File: config.mk
export PLATFORM = sky130hd
export DESIGN_NAME = accessor
export DESIGN_NICKNAME = d
export VERILOG_FILES = /design/src/rtl/accessor_pkg.sv /design/src/rtl/accessor_mem_align.sv /design/src/rtl/accessor.sv
export SDC_FILE = /design/constraint.sdc
export NUM_CORES = 1
export LEC_CHECK = 0
export CORE_MARGIN = 4
export CORE_UTILIZATION = 40
export CTS_BUF_LIST = sky130_fd_sc_hd__clkbuf_16
export CTS_CLUSTER_SIZE = 8
export DETAILED_ROUTE_END_ITERATION = 7
export HOLD_SLACK_MARGIN = 0.15
export MAX_ROUTING_LAYER = met4
export PLACE_DENSITY = 0.74
export SLEW_MARGIN = 20
export SYNTH_ARGS = -nofsm -noshare
export SYNTH_HDL_FRONTEND = slang
export SYNTH_SLANG_ARGS = --single-unit
File: constraint.sdc
create_clock -name clk -period 3.1 [get_ports clk]
set_input_delay 0.62 -clock clk [delete_from_list [all_inputs] [get_ports clk]]
set_output_delay 0.62 -clock clk [all_outputs]
set_load 0.005 [all_outputs]
File: src/rtl/accessor_pkg.sv
// Shared types, write-strobe constants and alignment helpers for the load/store accessor.
package accessor_pkg;

    typedef enum logic [1:0] {IDLE, REQ, WAIT, DONE} state_e;
    typedef enum logic [1:0] {SIZE_BYTE, SIZE_HALF, SIZE_WORD} size_e;

    localparam logic [3:0] WSTRB_NONE = 4'b0000;
    localparam logic [3:0] WSTRB_BYTE = 4'b0001;
    localparam logic [3:0] WSTRB_HALF = 4'b0011;
    localparam logic [3:0] WSTRB_WORD = 4'b1111;

    function automatic logic isMisaligned(input size_e size, input logic [1:0] addrLow);
        case (size)
            SIZE_HALF: return addrLow[0];
            SIZE_WORD: return addrLow != 2'b00;
            default:   return 1'b0;
        endcase
    endfunction

    function automatic logic [3:0] wstrbFor(input size_e size, input logic [1:0] addrLow);
        case (size)
            SIZE_BYTE: return WSTRB_BYTE << addrLow;
            SIZE_HALF: return WSTRB_HALF << {addrLow[1], 1'b0};
            default:   return WSTRB_WORD;
        endcase
    endfunction

endpackage

File: src/rtl/accessor_mem_align.sv
// Combinational lane steering: replicates store data across lanes and extracts/extends load data.
module accessor_mem_align
    import accessor_pkg::*;
(
    input  size_e       size_i,
    input  logic        signed_i,
    input  logic [1:0]  addrLow_i,
    input  logic [31:0] storeData_i,
    input  logic [31:0] rdata_i,
    output logic [31:0] wdata_o,
    output logic [31:0] loadData_o
);

    logic [7:0]  byteLane;
    logic [15:0] halfLane;

    always_comb begin
        byteLane   = rdata_i[{addrLow_i, 3'b000} +: 8];
        halfLane   = addrLow_i[1] ? rdata_i[31:16] : rdata_i[15:0];
        wdata_o    = storeData_i;
        loadData_o = rdata_i;
        case (size_i)
            SIZE_BYTE: begin
                loadData_o = {{24{signed_i & byteLane[7]}}, byteLane};
                wdata_o    = {4{storeData_i[7:0]}};
            end
            SIZE_HALF: begin
                loadData_o = {{16{signed_i & halfLane[15]}}, halfLane};
                wdata_o    = {2{storeData_i[15:0]}};
            end
            default: ;
        endcase
    end

endmodule

File: src/rtl/accessor.sv
// Memory-access stage: takes one executor op, runs a valid/ready memory transaction if needed,
// and holds the writeback result until the writeback stage takes it.
module accessor
    import accessor_pkg::*;
(
    input  logic        clk,
    input  logic        reset,
    input  logic        executor_valid,
    output logic        accessor_ready,
    input  logic [4:0]  executor_rd,
    input  logic [31:0] executor_rd_data,
    input  logic [31:0] executor_mem_addr,
    input  logic [31:0] executor_mem_data,
    input  logic        executor_is_lui,
    input  logic        executor_is_lb,
    input  logic        executor_is_lbu,
    input  logic        executor_is_lh,
    input  logic        executor_is_lhu,
    input  logic        executor_is_lw,
    input  logic        executor_is_sb,
    input  logic        executor_is_sh,
    input  logic        executor_is_sw,
    output logic        mem_valid,
    input  logic        mem_ready,
    output logic [31:0] mem_addr,
    output logic [31:0] mem_wdata,
    output logic [3:0]  mem_wstrb,
    input  logic [31:0] mem_rdata,
    output logic        accessor_valid,
    input  logic        writeback_ready,
    output logic [4:0]  accessor_rd,
    output logic [31:0] accessor_rd_data,
    output logic        accessor_trap
);

    state_e      state_q, state_d;
    size_e       size_q, size_d;
    logic        isLoad_q, isLoad_d, isStore_q, isStore_d, signed_q, signed_d;
    logic        trap_q, trap_d, gotResp_q, gotResp_d;
    logic [31:0] addr_q, addr_d, storeData_q, storeData_d, result_q, result_d;
    logic [4:0]  rd_q, rd_d;

    logic        isLoadIn, isStoreIn, misalignIn, accept, respNow;
    size_e       sizeIn;
    logic [31:0] loadData;

    accessor_mem_align memAlign (
        .size_i      (size_q),
        .signed_i    (signed_q),
        .addrLow_i   (addr_q[1:0]),
        .storeData_i (storeData_q),
        .rdata_i     (mem_rdata),
        .wdata_o     (mem_wdata),
        .loadData_o  (loadData)
    );

    always_comb begin
        isLoadIn  = executor_is_lb | executor_is_lbu | executor_is_lh | executor_is_lhu | executor_is_lw;
        isStoreIn = executor_is_sb | executor_is_sh | executor_is_sw;
        sizeIn    = SIZE_BYTE;
        if (executor_is_lh | executor_is_lhu | executor_is_sh) begin
            sizeIn = SIZE_HALF;
        end else if (executor_is_lw | executor_is_sw) begin
            sizeIn = SIZE_WORD;
        end
        misalignIn = (isLoadIn | isStoreIn) && isMisaligned(sizeIn, executor_mem_addr[1:0]);
        accept     = executor_valid && accessor_ready;
        respNow    = mem_valid && mem_ready;
    end

    always_ff @(posedge clk) begin
        if (reset) begin
            state_q     <= IDLE;
            size_q      <= SIZE_BYTE;
            isLoad_q    <= 1'b0;
            isStore_q   <= 1'b0;
            signed_q    <= 1'b0;
            trap_q      <= 1'b0;
            gotResp_q   <= 1'b0;
            addr_q      <= '0;
            storeData_q <= '0;
            result_q    <= '0;
            rd_q        <= '0;
        end else begin
            state_q     <= state_d;
            size_q      <= size_d;
            isLoad_q    <= isLoad_d;
            isStore_q   <= isStore_d;
            signed_q    <= signed_d;
            trap_q      <= trap_d;
            gotResp_q   <= gotResp_d;
            addr_q      <= addr_d;
            storeData_q <= storeData_d;
            result_q    <= result_d;
            rd_q        <= rd_d;
        end
    end

    // A response taken while still in REQ is remembered so WAIT can finish without re-asking memory.
    always_comb begin
        state_d = state_q;
        case (state_q)
            IDLE:    if (accept) state_d = ((isLoadIn | isStoreIn) && !misalignIn) ? REQ : DONE;
            REQ:     state_d = WAIT;
            WAIT:    if (gotResp_q || respNow) state_d = DONE;
            DONE:    if (writeback_ready) state_d = IDLE;
            default: state_d = IDLE;
        endcase
    end

    always_comb begin
        size_d      = size_q;
        isLoad_d    = isLoad_q;
        isStore_d   = isStore_q;
        signed_d    = signed_q;
        trap_d      = trap_q;
        gotResp_d   = gotResp_q;
        addr_d      = addr_q;
        storeData_d = storeData_q;
        result_d    = result_q;
        rd_d        = rd_q;
        if (accept) begin
            size_d      = sizeIn;
            isLoad_d    = isLoadIn && !misalignIn;
            isStore_d   = isStoreIn && !misalignIn;
            signed_d    = executor_is_lb | executor_is_lh;
            trap_d      = misalignIn;
            gotResp_d   = 1'b0;
            addr_d      = executor_mem_addr;
            storeData_d = executor_mem_data;
            rd_d        = (isStoreIn || misalignIn) ? 5'd0 : executor_rd;
            if (executor_is_lui) begin
                result_d = executor_mem_addr;
            end else if (isLoadIn || isStoreIn) begin
                result_d = '0;
            end else begin
                result_d = executor_rd_data;
            end
        end
        if (respNow) begin
            gotResp_d = 1'b1;
            if (isLoad_q) result_d = loadData;
        end
    end

    always_comb begin
        accessor_ready   = (state_q == IDLE) && !reset;
        accessor_valid   = (state_q == DONE);
        mem_valid        = (state_q == REQ) || ((state_q == WAIT) && !gotResp_q);
        mem_addr         = {addr_q[31:2], 2'b00};
        mem_wstrb        = (mem_valid && isStore_q) ? wstrbFor(size_q, addr_q[1:0]) : WSTRB_NONE;
        accessor_rd      = rd_q;
        accessor_rd_data = result_q;
        accessor_trap    = trap_q;
    end

endmodule

### Routed clock nets over the placement, run 1

Scale: 4 px per um.
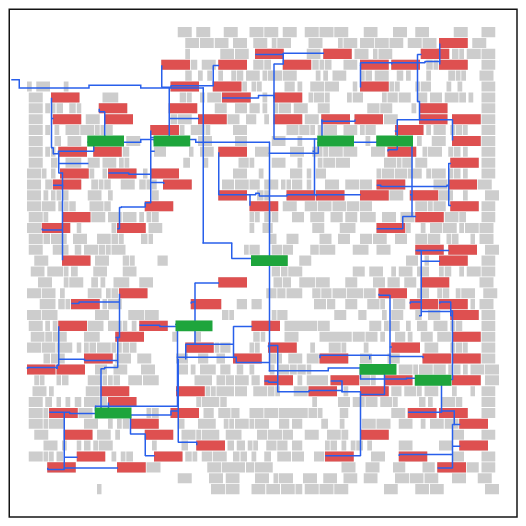
- clock wires: blue (length 1350 um)
- flip-flops: red (count 110)
- cells driving clock nets: green (count 9)
- flops lie: all over the die
- routed clock nets: 10

### The metal 4 layer, run 1

Scale: 3 px per um.
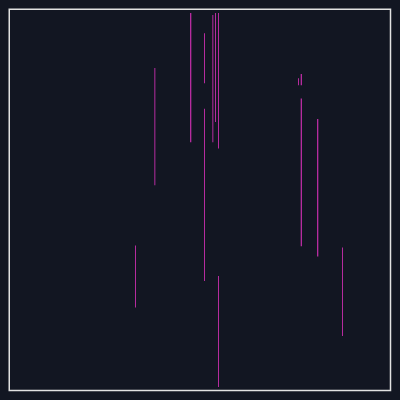
- longest straight run: 57.1 um
- wire length on this layer: 464 um
- nets with wire on the layer: 13
- share of all routed wire: 2.3%

### Supply network, run 1

Scale: 4 px per um. Pins as bars on the die edge.
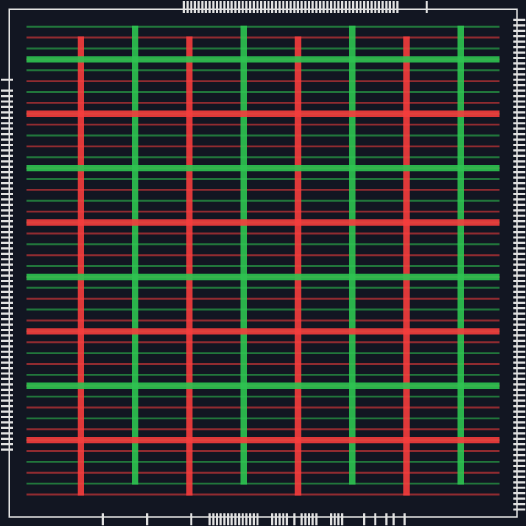
- VSS: red
- VDD: green
- signal pins: 256
- rows: 43
- met5 straps: 8
- met1 rails: 44
- met4 straps: 8

[run 1: sequential cells by signal (all words and copies together), names as in the netlist, 2 cells and up]
| register | count |
|---|---|
| accessor_rd_data | 32 |
| addr_q | 32 |
| size_q | 2 |
| state_q | 2 |
| storeData_q | 32 |
| accessor_rd | 5 |
[run 1: tightest hold or removal path, cell delays in order (launching register included)]
cell     delay (ns)
dfxtp_1        0.31
nand3_1        0.06
nand2_1        0.05
[run 1: area by class of cell]
type / instances / area (sq um)
Fill cell: 1245 / 5590
Inverter: 6 / 22.5
Clock inverter: 7 / 56.3
Tap cell: 180 / 225
Sequential cell: 110 / 2200
Clock buffer: 9 / 225
Multi-Input combinational cell: 477 / 2830
Timing Repair Buffer: 271 / 2680
==> impl_metrics.csv, run 1 <==
group,metric,value,unit
outcome,run_status,"completed",
global_route,grt_use_met1,30.4,%
logic_synthesis,edf_count,0,
setup_path,cpMostUsedCell,"nand2b_1",
floorplan,rows,43,
worst_hold_path,hold_path_depth,2,
final_timing,drv_slew,0,
clock_network,htreeDepth,3,
layout,final_layout_size_suffix_gt1_share,7.95,%
logic_synthesis,syn_area,5620,sq um
drt,wirelength,20.0,mm
layout,area_growth,46.5,%
final_timing,finalClockPeriodUsage,89.7,%
drt,routed-wl-met2,9.53,mm
logic_synthesis,ys_area,5620,sq um
final_timing,fmax,0.360,GHz
setup_path,cp.depth,7,
pwr,p_total,4.36,mW
final_timing,timing.hold.ws,0.455,ns
layout,final_area,8240,sq um
drt,wire_per_inst,18.9,um
layout,fin_nets,1027,
layout,lay_top_cells,"252 x clkdlybuf4s50_1, 200 x nand2_1, 109 x dfxtp_1",
clock_network,tritoncts,"yes",
logic_synthesis,top_area_cell,"dfxtp_1",
pwr,pwr-share-comb,33.7,%
global_route,grt_pass1_vias,5715,
final_timing,tns,0,ns
worst_hold_path,min_from,"addr_q[31]",
global_route,grt_overflow,0,
layout,fin_util,59.6,%
pwr,seq_power_share,40.8,%
logic_synthesis,yosysCellCount,686,
global_route,grt_busiest_layer,"met2",
logic_synthesis,syn_inst,686,
logic_synthesis,flop_cell,"dfxtp_1",
floorplan,dieWidth,127,um
setup_path,cp.required,2.48,ns
clock_network,clockRootBuffer,"clkbuf_16",
logic_synthesis,ys_sh_mux,7.16,%
setup_path,reg2reg_to,"accessor_rd_data[11]",
pwr,p_sw,1.35,mW
clock_network,holdBufCountCts,0,
floorplan,coreArea,13800,sq um
logic_synthesis,topCellsByArea,"dfxtp_1 39%, nand2_1 13%, a221oi_1 6.1%",
setup_path,crit_chain,"inv_1, ha_1, nand2b_1, nand2b_1, nand2_1, nor2_1, clkdlybuf4s50_1",
drt,drt_first_pass_iters,5,
placement,place_area,7960,sq um
setup_path,cp_data_arrival_time,2.16,ns
setup_path,slowest_stage,"clkdlybuf4s50_1",
setup_path,cp_top_family,"buffers and inverters",
floorplan,fp_util,40.7,%
clock_network,clock.latency.late_pin,0.35,ns
final_timing,skew,0.00641,ns
global_route,gr-usage-met2,42.1,%
pwr,powerComb,1.47,mW
final_timing,slew_headroom,32.8,%
logic_synthesis,postSynthSeqShare,39.2,%
logic_synthesis,aoi_share,20.8,%
logic_synthesis,synth_dominant_cell_count,"nand2_1",
logic_synthesis,top_cell_area_share,39.2,%
global_route,grt_use_total,25.3,%
logic_synthesis,yosys_warnings,0,
final_timing,setup_violations,0,
layout,lay_top_count,"clkdlybuf4s50_1",
logic_synthesis,topCombFamilyByArea,"simple AND/OR/NAND/NOR gates",
clock_network,numCtsBuffers,9,
drt,met3WireLength,1.77,mm
### Routing congestion map, run 1

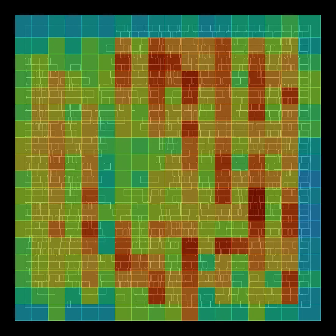

--- run 2 (diff from run 1) ---
--- a/config.mk
+++ b/config.mk
@@ -5,6 +5,7 @@
 export SDC_FILE = /design/constraint.sdc
 export NUM_CORES = 1
 export LEC_CHECK = 0
+export CORE_ASPECT_RATIO = 0.5
 export CORE_MARGIN = 4
 export CORE_UTILIZATION = 40
 export CTS_BUF_LIST = sky130_fd_sc_hd__clkbuf_16
@@ -12,8 +13,9 @@
 export DETAILED_ROUTE_END_ITERATION = 7
 export HOLD_SLACK_MARGIN = 0.15
 export MAX_ROUTING_LAYER = met4
-export PLACE_DENSITY = 0.74
+export PLACE_DENSITY = 0.72
 export SLEW_MARGIN = 20
 export SYNTH_ARGS = -nofsm -noshare
 export SYNTH_HDL_FRONTEND = slang
+export SYNTH_HIERARCHICAL = 1
 export SYNTH_SLANG_ARGS = --single-unit
### Routing congestion map, run 2

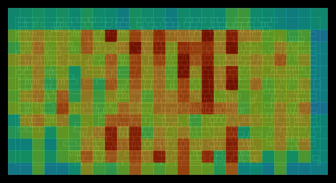
met3 Use GR: 4.04%
WL/cell: 17.6 um

### Supply network, run 2

Scale: 3 px per um. Pins as bars on the die edge.
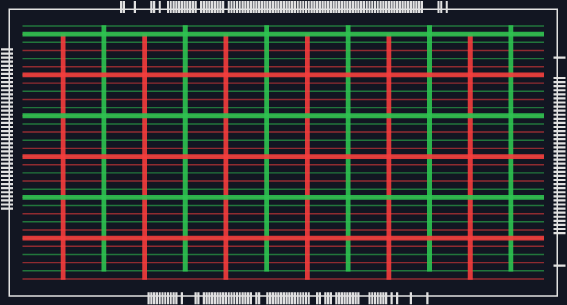
- VDD: green
- VSS: red
- signal pins: 256
- met5 straps: 6

==> impl_metrics.csv, run 2 <==
group,metric,value,unit
logic_synthesis,ys_sh_mux,6.72,%
final_timing,setup_violations,0,
final_timing,drv_slew,0,
logic_synthesis,yosysCellCount,769,
logic_synthesis,top_cell_area_share,36.3,%
clock_network,clock.latency.late_pin,0.35,ns
clock_network,tritoncts,"yes",
final_timing,fmax,0.362,GHz
drt,wirelength,20.2,mm
clock_network,holdBufCountCts,0,
setup_path,cp_top_family,"buffers and inverters",
drt,routed-wl-met2,9.52,mm
final_timing,slew_headroom,41.5,%
logic_synthesis,ys_area,6070,sq um
global_route,grt_overflow,0,
global_route,grt_pass1_vias,5896,
worst_hold_path,hold_path_depth,2,
layout,area_growth,42.7,%
pwr,pwr-share-comb,34.2,%
clock_network,numCtsBuffers,9,
layout,final_area,8660,sq um
logic_synthesis,flop_cell,"dfxtp_1",
final_timing,skew,0.0102,ns
global_route,grt_use_met1,29.4,%
logic_synthesis,topCombFamilyByArea,"simple AND/OR/NAND/NOR gates",
worst_hold_path,min_from,"addr_q[9]",
placement,place_area,8370,sq um
logic_synthesis,syn_inst,769,
layout,lay_top_count,"clkdlybuf4s50_1",
logic_synthesis,yosys_warnings,6,
global_route,grt_use_total,22.9,%
drt,drt-met1-wl,8.90,mm
pwr,p_sw,1.39,mW
floorplan,fp_util,41.4,%
clock_network,clockRootBuffer,"clkbuf_16",
final_timing,setup_ws,0.337,ns
setup_path,cp.depth,7,
global_route,grt_busiest_layer,"met2",
logic_synthesis,ys_async_sr_fraction,0,%
setup_path,cp.required,2.48,ns
logic_synthesis,edf_count,0,
final_timing,timing.hold.ws,0.455,ns
global_route,antenna_found_initial,0,
setup_path,reg2reg_depth,6,
layout,antenna_cells,0,
drt,viasPerCell,5.36,
floorplan,rows,31,
placement,gp_congestion,0.908,
floorplan,dieWidth,182,um
floorplan,coreArea,14700,sq um
final_timing,tns,0,ns
logic_synthesis,syn_area,6070,sq um
logic_synthesis,top_area_cell,"dfxtp_1",
setup_path,slowest_stage,"clkdlybuf4s50_1",
layout,fin_util,59.1,%
layout,final_layout_size_suffix_gt1_share,7.20,%
logic_synthesis,aoi_share,18.8,%
logic_synthesis,postSynthSeqShare,36.3,%
setup_path,reg2reg_to,"accessor_rd_data[12]",
outcome,run_status,"completed",
final_timing,finalClockPeriodUsage,89.1,%
pwr,seq_power_share,39.7,%
setup_path,cp_data_arrival_time,2.14,ns
global_route,gr-usage-met2,36.8,%
drt,drt_first_pass_iters,5,
clock_network,htreeDepth,3,
logic_synthesis,topCellsByArea,"dfxtp_1 36%, nand2_1 9.7%, a21oi_1 5.8%",
pwr,p_total,4.40,mW
setup_path,cpMostUsedCell,"nand2b_1",
logic_synthesis,synth_dominant_cell_count,"nand2_1",
layout,lay_top_cells,"251 x clkdlybuf4s50_1, 157 x nand2_1, 109 x dfxtp_1",
setup_path,crit_chain,"inv_1, ha_1, nand2b_1, nand2b_1, nand2_1, a21oi_1, clkdlybuf4s50_1",
drt,met3WireLength,1.00,mm
pwr,powerComb,1.51,mW
layout,fin_nets,1091,
==> run 2: cell types whose count changed in the layout (fill, tap and decap cells not counted), moves of 6 or more <==
cell       change
a311oi_1      +30
buf_4          -8
a2bb2oi_1      -8
and3_1        +29
o21ai_1       +16
a22o_1        -18
a221o_1       +15
and4b_1        +6
nor2_1        +36
nand3b_1      +32
a221oi_1      -38
a21oi_1       +31
nand2_1       -43
a22oi_1       -21
==> run 2: area by class of cell <==
type / count / area [sq um]
well taps: 198 / 248
repair buffers: 265 / 2650
clock buffers: 9 / 225
flip-flops and latches: 110 / 2200
multi-input cells: 546 / 3240
fillers: 1329 / 6000
clock inverters: 7 / 66.3
inverters: 7 / 26.3
==> run 2: worst min-delay path, stage by stage, from the launching register on <==
cell and delay [ns]:
dfxtp_1 0.31, nand2_1 0.05, a21oi_1 0.05
No activity file was given, so power comes from the tool's default toggle rates.
